[src/rtl/switch_bank.sv]
// switch_bank: MMIO switch reader with per-group synchroniser, debounce and packed 32-bit data words.
// Define SWITCH_BANK_IRQ_EN to build the change-flag, mask and IRQ registers.
module switch_bank #(
  parameter int GROUPS       = 8,
  parameter int GROUP_W      = 8,
  parameter int DEBOUNCE_CYC = 16,
  parameter int ADDR_W       = 3
) (
  input  logic                      CLK,
  input  logic                      RST,
  input  logic [GROUPS*GROUP_W-1:0] sw_in,
  input  logic [ADDR_W-1:0]         innerADDR,
  input  logic                      WE,
  input  logic [31:0]               WD,
  output logic [31:0]               RD,
  output logic                      IRQ
);

  localparam int TW = GROUPS * GROUP_W;
  localparam int NW = TW / 32;
  localparam int CW = $clog2(DEBOUNCE_CYC + 1);
  localparam logic [CW-1:0] CNT_LAST = CW'(DEBOUNCE_CYC - 1);

  logic [TW-1:0]     sync1, sync2, stable;
  logic [CW-1:0]     cnt [GROUPS];
  logic [GROUPS-1:0] upd;
  logic [31:0]       rd_next;
  logic              unused_wd;

  assign unused_wd = ^{WE, WD};

  // A group accepts on the DEBOUNCE_CYC-th consecutive cycle its synced value differs from stable.
  always_comb begin
    upd = '0;
    for (int g = 0; g < GROUPS; g++) begin
      upd[g] = (sync2[g*GROUP_W +: GROUP_W] != stable[g*GROUP_W +: GROUP_W]) &&
               (cnt[g] == CNT_LAST);
    end
  end

  always_ff @(posedge CLK or posedge RST) begin
    if (RST) begin
      sync1  <= '0;
      sync2  <= '0;
      stable <= '0;
      for (int g = 0; g < GROUPS; g++) cnt[g] <= '0;
    end else begin
      sync1 <= sw_in;
      sync2 <= sync1;
      for (int g = 0; g < GROUPS; g++) begin
        if (sync2[g*GROUP_W +: GROUP_W] == stable[g*GROUP_W +: GROUP_W]) begin
          cnt[g] <= '0;
        end else if (upd[g]) begin
          stable[g*GROUP_W +: GROUP_W] <= sync2[g*GROUP_W +: GROUP_W];
          cnt[g] <= '0;
        end else begin
          cnt[g] <= cnt[g] + 1'b1;
        end
      end
    end
  end

`ifdef SWITCH_BANK_IRQ_EN
  logic [GROUPS-1:0] flags, mask, flags_next, mask_next;
  logic              wr_flags, wr_mask;

  assign wr_flags = WE && (innerADDR == ADDR_W'(NW));
  assign wr_mask  = WE && (innerADDR == ADDR_W'(NW + 1));

  // A new acceptance beats a simultaneous write-1-to-clear of the same bit.
  always_comb begin
    flags_next = flags;
    mask_next  = mask;
    if (wr_flags) flags_next = flags & ~WD[GROUPS-1:0];
    flags_next = flags_next | upd;
    if (wr_mask) mask_next = WD[GROUPS-1:0];
  end

  always_ff @(posedge CLK or posedge RST) begin
    if (RST) begin
      flags <= '0;
      mask  <= '0;
      IRQ   <= 1'b0;
    end else begin
      flags <= flags_next;
      mask  <= mask_next;
      IRQ   <= |(flags_next & mask_next);
    end
  end
`else
  assign IRQ = 1'b0;
`endif

  always_comb begin
    rd_next = '0;
    for (int k = 0; k < NW; k++) begin
      if (innerADDR == ADDR_W'(k)) rd_next = stable[k*32 +: 32];
    end
`ifdef SWITCH_BANK_IRQ_EN
    if (innerADDR == ADDR_W'(NW))     rd_next = 32'(flags);
    if (innerADDR == ADDR_W'(NW + 1)) rd_next = 32'(mask);
`endif
  end

  always_ff @(posedge CLK or posedge RST) begin
    if (RST) RD <= '0;
    else     RD <= rd_next;
  end

endmodule

[config.mk]
export PLATFORM = sky130hd
export DESIGN_NAME = switch_bank
export DESIGN_NICKNAME = d
export VERILOG_FILES = /design/src/rtl/switch_bank.sv
export SDC_FILE = /design/constraint.sdc
export NUM_CORES = 1
export LEC_CHECK = 0
export ABC_AREA = 0
export CAP_MARGIN = 20
export CELL_PAD_IN_SITES_DETAIL_PLACEMENT = 1
export CELL_PAD_IN_SITES_GLOBAL_PLACEMENT = 1
export CORE_MARGIN = 1.5
export CORE_UTILIZATION = 45
export DETAILED_ROUTE_END_ITERATION = 12
export GPL_TIMING_DRIVEN = 0
export PLACE_DENSITY_LB_ADDON = 0.1
export SETUP_SLACK_MARGIN = 0.15
export SLEW_MARGIN = 20
export SYNTH_ARGS = -nofsm -noshare
export SYNTH_HDL_FRONTEND = slang
export SYNTH_SLANG_ARGS = --single-unit
export TNS_END_PERCENT = 1
[constraint.sdc]
create_clock -name CLK -period 12.5 [get_ports CLK]
set_clock_uncertainty 0.15 [all_clocks]
set_input_delay 1.875 -clock CLK [delete_from_list [all_inputs] [get_ports CLK]]
set_output_delay 1.875 -clock CLK [all_outputs]
set_load 0.005 [all_outputs]
Run 1, wiring heat map:
Scale: 2 px per um. The die is cut into 29 by 29 equal tiles; dark blue is low, red is high, scaled to the fullest tile. Values are wire area over tile area, all layers added.
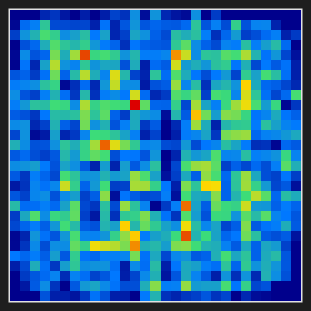
- mean over tiles: 0.13
- nearly empty tiles: 5.9%
- tiles over half the peak: 14%
- fullest tile: 0.43
routed len/inst: 17.4 um
total detailed-routing wirelength: 17,100 um
detailed-route via count: 4,839

Run 1, signal wires on met2:
Scale: 3 px per um.
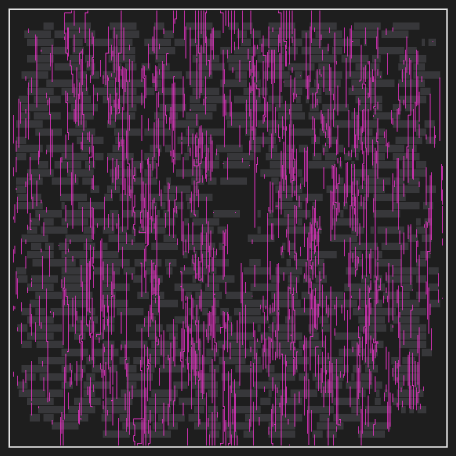
- nets with wire on the layer: 721
- wire length on this layer: 9,090 um
- longest straight run: 48.3 um
- main direction: vertical
- share of all routed wire: 53%
fraction of met2 tracks used by global routing: 30.9%

Run 1, pin map:
Scale: 3 px per um. Pins as bars across the die edge, other pins in gray.
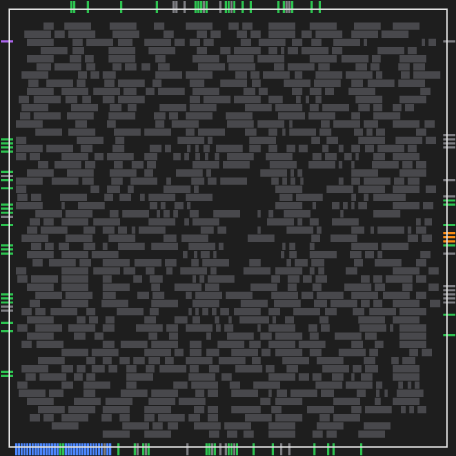
- purple: `CLK` (pins 1; direction input; edge left)
- orange: `innerADDR` (pins 3; direction input; edge right)
- green: `sw_in` (pins 64; direction input; edge 21 left, 19 top, 18 bottom, 6 right)
- blue: `WD` (pins 32; direction input; edge bottom)
number of buffers inserted by port buffering: 100
height of the chip: 145 um

==> run notes, run 1 <==
The flow completed. STA lists the maximum fanout along the critical path as 10. Hold-critical path depth landed at 0. Final max-slew violation count landed at 0. Depth of the worst register-to-register path landed at 5. Count of final setup violators landed at 0. After layout, the minimum clock period comes to approximately 3.7 ns. Buffers inserted to repair hold after CTS numbered 0. By area, registers come first.

Non-clock inverter count in the final layout landed at 1. The number of cells reported by Yosys stat comes to roughly 570. Among cell families on the critical path, the largest total delay comes from buffers and inverters. Internal power contribution landed at between 1500 and 2000 uW. In this run the critical register-to-register path is captured at stable[44]. The critical path is of the in -> reg type. Count of mapped cells out of synthesis landed at approximately 570. Combinational logic is responsible for 17.1% of the overall power. After detailed routing, the number of remaining DRC violations is 0. The flow ran to the end, and the final reports show no timing, DRC or antenna violations. Net switching power landed at 644 uW. In this run the power density over the cells is ~210 mW/mm^2. The clock passes through at most 3 buffers. Number of clock sinks landed at 264.

Of the total power, the share spent switching nets is a little over a quarter. The warning tally printed by Yosys for this design is 0. AND-OR/OR-AND share of the synthesized area landed at under 10%.

Non-clock buffers make up under 10% of the layout cell area. Number of buffers added by the clock tree synthesis step landed at 28. Sequential share of power landed at 49.6%.

STA classifies the critical path startpoint as an input pin. The completed layout was analyzed and its total power is 2420 uW. Post-synth net total landed at 675. Leaving out the clock tree, the finished layout contains a buffer count of approximately 110. Count of antenna-violating nets left after detailed routing landed at 0.

Total core area landed at between 0.015 and 0.02 sq mm. The placement summary gives the final routability congestion estimate as approximately 0.7. Checking hold timing, the worst path is listed with class reg -> reg. Per STA, the worst path is made up of clkdlybuf4s50_1 > nor3b_1 > clkbuf_1 > a22o_1. Post-layout instance count excluding filler cells landed at approximately 1,000.

Worst slew margin relative to its limit landed at about 39%. The horizontal die dimension reported for this design is 145 um. The floorplan has approximately 51 rows. Detailed-routing iteration count for the pre-antenna-repair pass landed at 4.

Per the layout area report, the combinational fraction of cell area is 21.7%. The worst setup path is captured at a flop. Fraction of the cycle the final worst path needs landed at 29.7%.

In this run the register-to-register setup slack is between 10 and 15 ns. Per the synthesis report, the adder-cell share of the synthesized area is about 1.1%. Endpoint arrival time on the critical path landed at about 4.0 ns. Yosys reports a chip area of a little over 0.009 sq mm. Entering global routing, the biggest net connects 109 pins. Layout clock buffer count landed at about 43.
[run 1: power by group through the flow]
stage	Combinational (uW)	Clock, uW	Sequential, uW
after global placement	390	0	1200
after floorplan	299	0	1170
after detailed placement	420	0	1220
after CTS	426	836	1210
final	414	808	1200
after global routing	465	865	1230
[run 1: metal layers]
layer | track usage, % | wire length [um] | vias up
met5 | 0 | 0 | -
met4 | 5.05 | 376 | 0
met3 | 2.92 | 660 | 32
met2 | 30.9 | 9090 | 89
met1 | 20.9 | 7000 | 2499
li1 | - | - | 2219
[run 1: Yosys cell counts (all sizes together)]
cell,instances,area (sq um)
a21boi,6,67.6
dfrtp,264,6610
xor2,56,490
nand2,8,30.0
nor2,26,113
nor4,12,150
mux2,64,721
a22o,32,284
inv,1,3.75
nor3b,9,67.6
and2,6,37.5
o21a,2,15.0
buf,3,17.5
nand4,4,25.0
xnor2,24,210
nand3,16,80.1
nor3,17,85.1
ha,8,100
conb,1,3.75
clkbuf,6,22.5
[run 1: flip-flops by register name, summed over array words and instances, names as in the netlist]
signal	flops
cnt	40
sync1	64
sync2	64
RD	32
stable	64
[run 1: per-stage QoR]
step	instance area (sq um)	hold slack (ns)	setup WS (ns)
final	11400	0.195	8.79
after floorplan	9130	0.181	3.21
after CTS	11400	0.199	8.76
after detailed placement	10500	0.186	8.22
after global routing	11400	0.205	8.68
after global placement	10500	0.183	0.584
[run 1: worst register-to-register path, cell delays in order (launching register included)]
cell and delay (ns):
sky130_fd_sc_hd__dfrtp_1 0.38, sky130_fd_sc_hd__ha_1 0.21, sky130_fd_sc_hd__nand3_1 0.14, sky130_fd_sc_hd__nor2_2 0.18
sky130_fd_sc_hd__a21boi_2 0.45, sky130_fd_sc_hd__mux2_2 0.40
## Run 2: what changed since run 1
==> constraint.sdc (replaced) <==
create_clock -name CLK -period 3.85 [get_ports CLK]
set_clock_uncertainty 0.15 [all_clocks]
set_input_delay 0.5775 -clock CLK [delete_from_list [all_inputs] [get_ports CLK]]
set_output_delay 0.5775 -clock CLK [all_outputs]
set_load 0.005 [all_outputs]
Run 2, signal wires on met2:
Scale: 3 px per um.
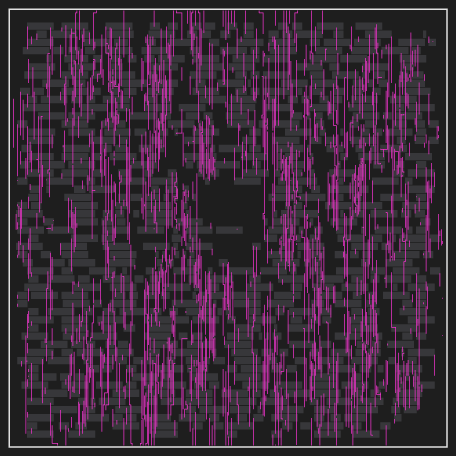
- wire length on this layer: 9,330 um
- longest straight run: 56.1 um
- nets with wire on the layer: 725
detailed-route via count: 4,870
fraction of met2 tracks used by global routing: 32.0%
total detailed-routing wirelength: 17,300 um

Run 2, metal 3:
Scale: 3 px per um.
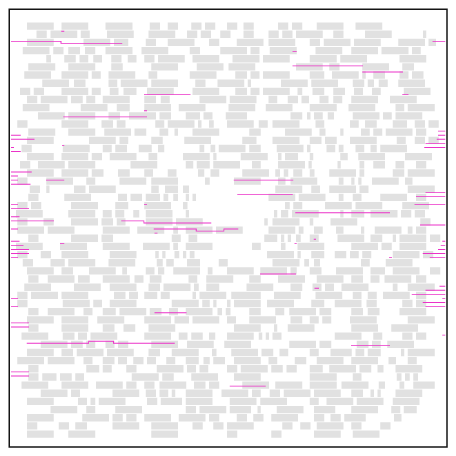
- main direction: horizontal
- longest straight run: 31.3 um
- wire length on this layer: 569 um
- share of all routed wire: 3.3%
GR Util met3: 2.95%

==> run 2 against run 1 <==
Net effect: power rose to 3.2 times the previous value; core utilization rose by 0.55 points; non-clock buffer count rose by 6; critical path depth did not move; synthesized area did not move; global-route usage rose by 0.23 points; critical endpoint is now RD[10]; highest routed layer unchanged.
==> run notes, run 2 <==
The flow completed. A synthesized cell averages roughly 16 sq um. The flow measured a signed area growth from synthesis to layout of 26.6%. The endpoint identified for the worst register-to-register timing path is stable[56]. The initial antenna violation count is 0. Clock latency on the worst-skew pair landed at ~0.53 ns. Post-CTS timing repair inserted 0 buffers for setup. Post-synth net total landed at 675 (unchanged). In the finished design, the share of the clock period the worst path needs comes to roughly 62%. By instance count, the leading cell after synthesis is sky130_fd_sc_hd__dfrtp_1.

The final max-slew violation count is 0 (unchanged). The worst setup path is of the in -> reg kind. Post-layout instance count excluding filler cells landed at 989 (+0.71%). The site row count came to 51 (unchanged). The post-cts hold-fix buffer tally is 0 (unchanged).

The count of buffers from port buffering is 100 (unchanged). Setup repair after global routing left no endpoint under its margin. Setup slack after layout landed at 1.46 ns (-7.33 ns).

The worst path in the final design needs a cycle of between 2 and 2.5 ns, including I/O delays and setup. The logs give a warning total of 60. Worst reg-to-reg setup slack landed at 1.79 ns (-8.67 ns).

The Yosys chip area is 0.00913 sq mm (unchanged). The synthesized netlist contains 23 unique library cells. Largest incremental delay on the critical path landed at approximately 0.79 ns. The first global-routing pass estimated 29,400 um of wire. The final hold violation count recorded for this run is 0. Per the timing report, the achievable frequency comes out to 418 MHz.

Count of flip-flops with a built-in enable after synthesis landed at 0 (unchanged). The proportion of register bits with asynchronous set or reset after synthesis was 100% (unchanged). Die width landed at 145 um (unchanged). In the layout the commonest cells are sky130_fd_sc_hd__dfrtp_1 (264), sky130_fd_sc_hd__clkdlybuf4s50_1 (100), sky130_fd_sc_hd__mux2_2 (64), sky130_fd_sc_hd__xor2_1 (56).

The routability congestion estimate was 0.722 (+1.7%). STA reports the tightest min-delay check as being of type reg -> reg. The detailed-routing iteration count for the pre-antenna-repair pass came to 4 (unchanged). Per STA, the worst path accumulates the most delay in the family buffers and inverters.

Number of buffers added by the clock tree synthesis step landed at 28 (unchanged). TritonCTS built the clock tree. STA classifies the critical path endpoint as a flop. Instance count on the critical path landed at 4. At the end of the flow, the number of nets in the layout was 813. For reference, the top cells by count after synthesis are sky130_fd_sc_hd__dfrtp_1 (264), sky130_fd_sc_hd__mux2_2 (64), sky130_fd_sc_hd__xor2_1 (56), sky130_fd_sc_hd__a22o_1 (29), sky130_fd_sc_hd__xnor2_1 (24). Flop and latch count out of synthesis landed at approximately 260. Count of final setup violators landed at 0 (unchanged). Number of clock sinks landed at 264 (unchanged). The flow ran to the end, and the final reports show no timing, DRC or antenna violations. The worst slew margin relative to its limit is 36.3% (-2.6 points).

Slew at the pin with the worst max-slew slack landed at about 0.95 ns. Area share of the leading cell type in the synthesized netlist landed at 72.4% (unchanged). Of all cell types, the one taking the most synthesized area is sky130_fd_sc_hd__dfrtp_1. Cell area after technology mapping landed at 0.00913 sq mm.

Power per standard cell area landed at 680 mW/mm^2 (+220%). The analysis reports a worst IR drop on VDD of roughly 0.41 mV. Largest net degree at the start of global routing landed at 38 (-65%). DRC violation count after routing landed at 0 (unchanged). Average routed wire per standard cell landed at 17.5 um (+0.16%). Total core area landed at 0.0197 sq mm (unchanged).

Clock slew at the register clock pins of the worst setup and hold paths landed at about 0.06 ns. Overall die height landed at 145 um (unchanged). Worst setup slack before clock tree synthesis landed at 0.920 ns (-7.30 ns). The cell count listed in synth_stat.txt is 565 (unchanged). STA classifies the critical path startpoint as an input pin. The count of antenna-violating nets left after detailed routing was 0 (unchanged).

The count of mapped cells out of synthesis is 565 (unchanged). Per STA, the endpoint of the critical path is RD[10]. The maximum fanout encountered on the critical timing path was 10 (unchanged). In the synthesized netlist the dominant register cell turns out to be sky130_fd_sc_hd__dfrtp_1.

Number of violations reported at the end of detailed-routing iteration 0 landed at between 100 and 150. The synthesis report lists the most area-consuming cells as sky130_fd_sc_hd__dfrtp_1 (72%), sky130_fd_sc_hd__mux2_2 (7.9%), sky130_fd_sc_hd__xor2_1 (5.4%), sky130_fd_sc_hd__a22o_1 (2.8%), sky130_fd_sc_hd__xnor2_1 (2.3%). According to the I/O placement log, the pin count is approximately 140. Maximum buffer depth of the clock tree landed at 3 (unchanged). Number of resized instances in the post-cts repair step landed at 0. In this run the critical path is formed by clkdlybuf4s50_1 > nor3b_1 > clkbuf_1 > a22o_2.

Number of warnings reported in the yosys synthesis log landed at 0 (unchanged). The registers reported with the highest flop counts are stable: 64 flops, sync1: 64 flops, sync2: 64 flops. For the worst setup path, the data required time is between 4 and 5 ns. The endpoint arrival time on the critical path is 2.70 ns (-1.31 ns).

The depth of the worst register-to-register path came to 5 (unchanged).
-- run 2: layout make-up --
type,count,area [sq um]
plain buffers,9,40.0
clock buffers,46,890
clock inverters,5,31.3
fillers,1831,8100
inverters,1,7.51
multi-input cells,291,2480
flip-flops and latches,264,6610
well taps,265,332
repair buffers,108,1170
-- run 2: per-layer routing --
metal	vias to the layer above	track usage (%)	share of wire, %
met5	-	0	0
met3	29	2.95	3.3
met4	0	4.59	2.1
li1	2216	-	-
met2	81	32.0	54
met1	2544	20.7	41
-- run 2: cell families after synthesis --
| kind of cell | share of synthesized area [%] |
|---|---|
| XOR/XNOR | 7.67 |
| other | 0.0411 |
| multiplexers | 7.89 |
| AND/OR/NAND/NOR | 6.44 |
| buffers and inverters | 0.480 |
| AND-OR/OR-AND | 4.02 |
| flip-flops | 72.4 |
| adder cells (fa/ha/maj) | 1.10 |
-- run 2: how the worst min path moves through the flow --
| stage | from | end | cells past startpoint |
|---|---|---|---|
| after floorplan | sync1[0] | sync2[0] | 0 |
| final | sync1[18] | sync2[18] | 0 |
| after CTS | sync1[30] | sync2[30] | 0 |
| after global routing | sync1[18] | sync2[18] | 0 |
| after detailed placement | sync1[4] | sync2[4] | 0 |
| after global placement | sync1[36] | sync2[36] | 0 |
-- run 2: metrics by stage --
step	utilization [%]	hold slack (ns)	instance area (sq um)	power (uW)	TNS (ns)
detailed placement	54.1	0.186	10600	5330	0
CTS	58.8	0.196	11600	7980	0
finish	58.8	0.192	11600	7860	0
global placement	53.3	0.182	10500	5160	-510.99
floorplan	-	0.181	9130	4780	-95.31
global route	58.8	0.196	11600	8300	0
-- run 2: power breakdown --
part           leakage, uW  switching, uW  internal (uW)
logic              0.00139            551            808
registers          0.00320            513           3390
clock network     0.000459           1030           1570
Power and IR drop assume default switching activity.
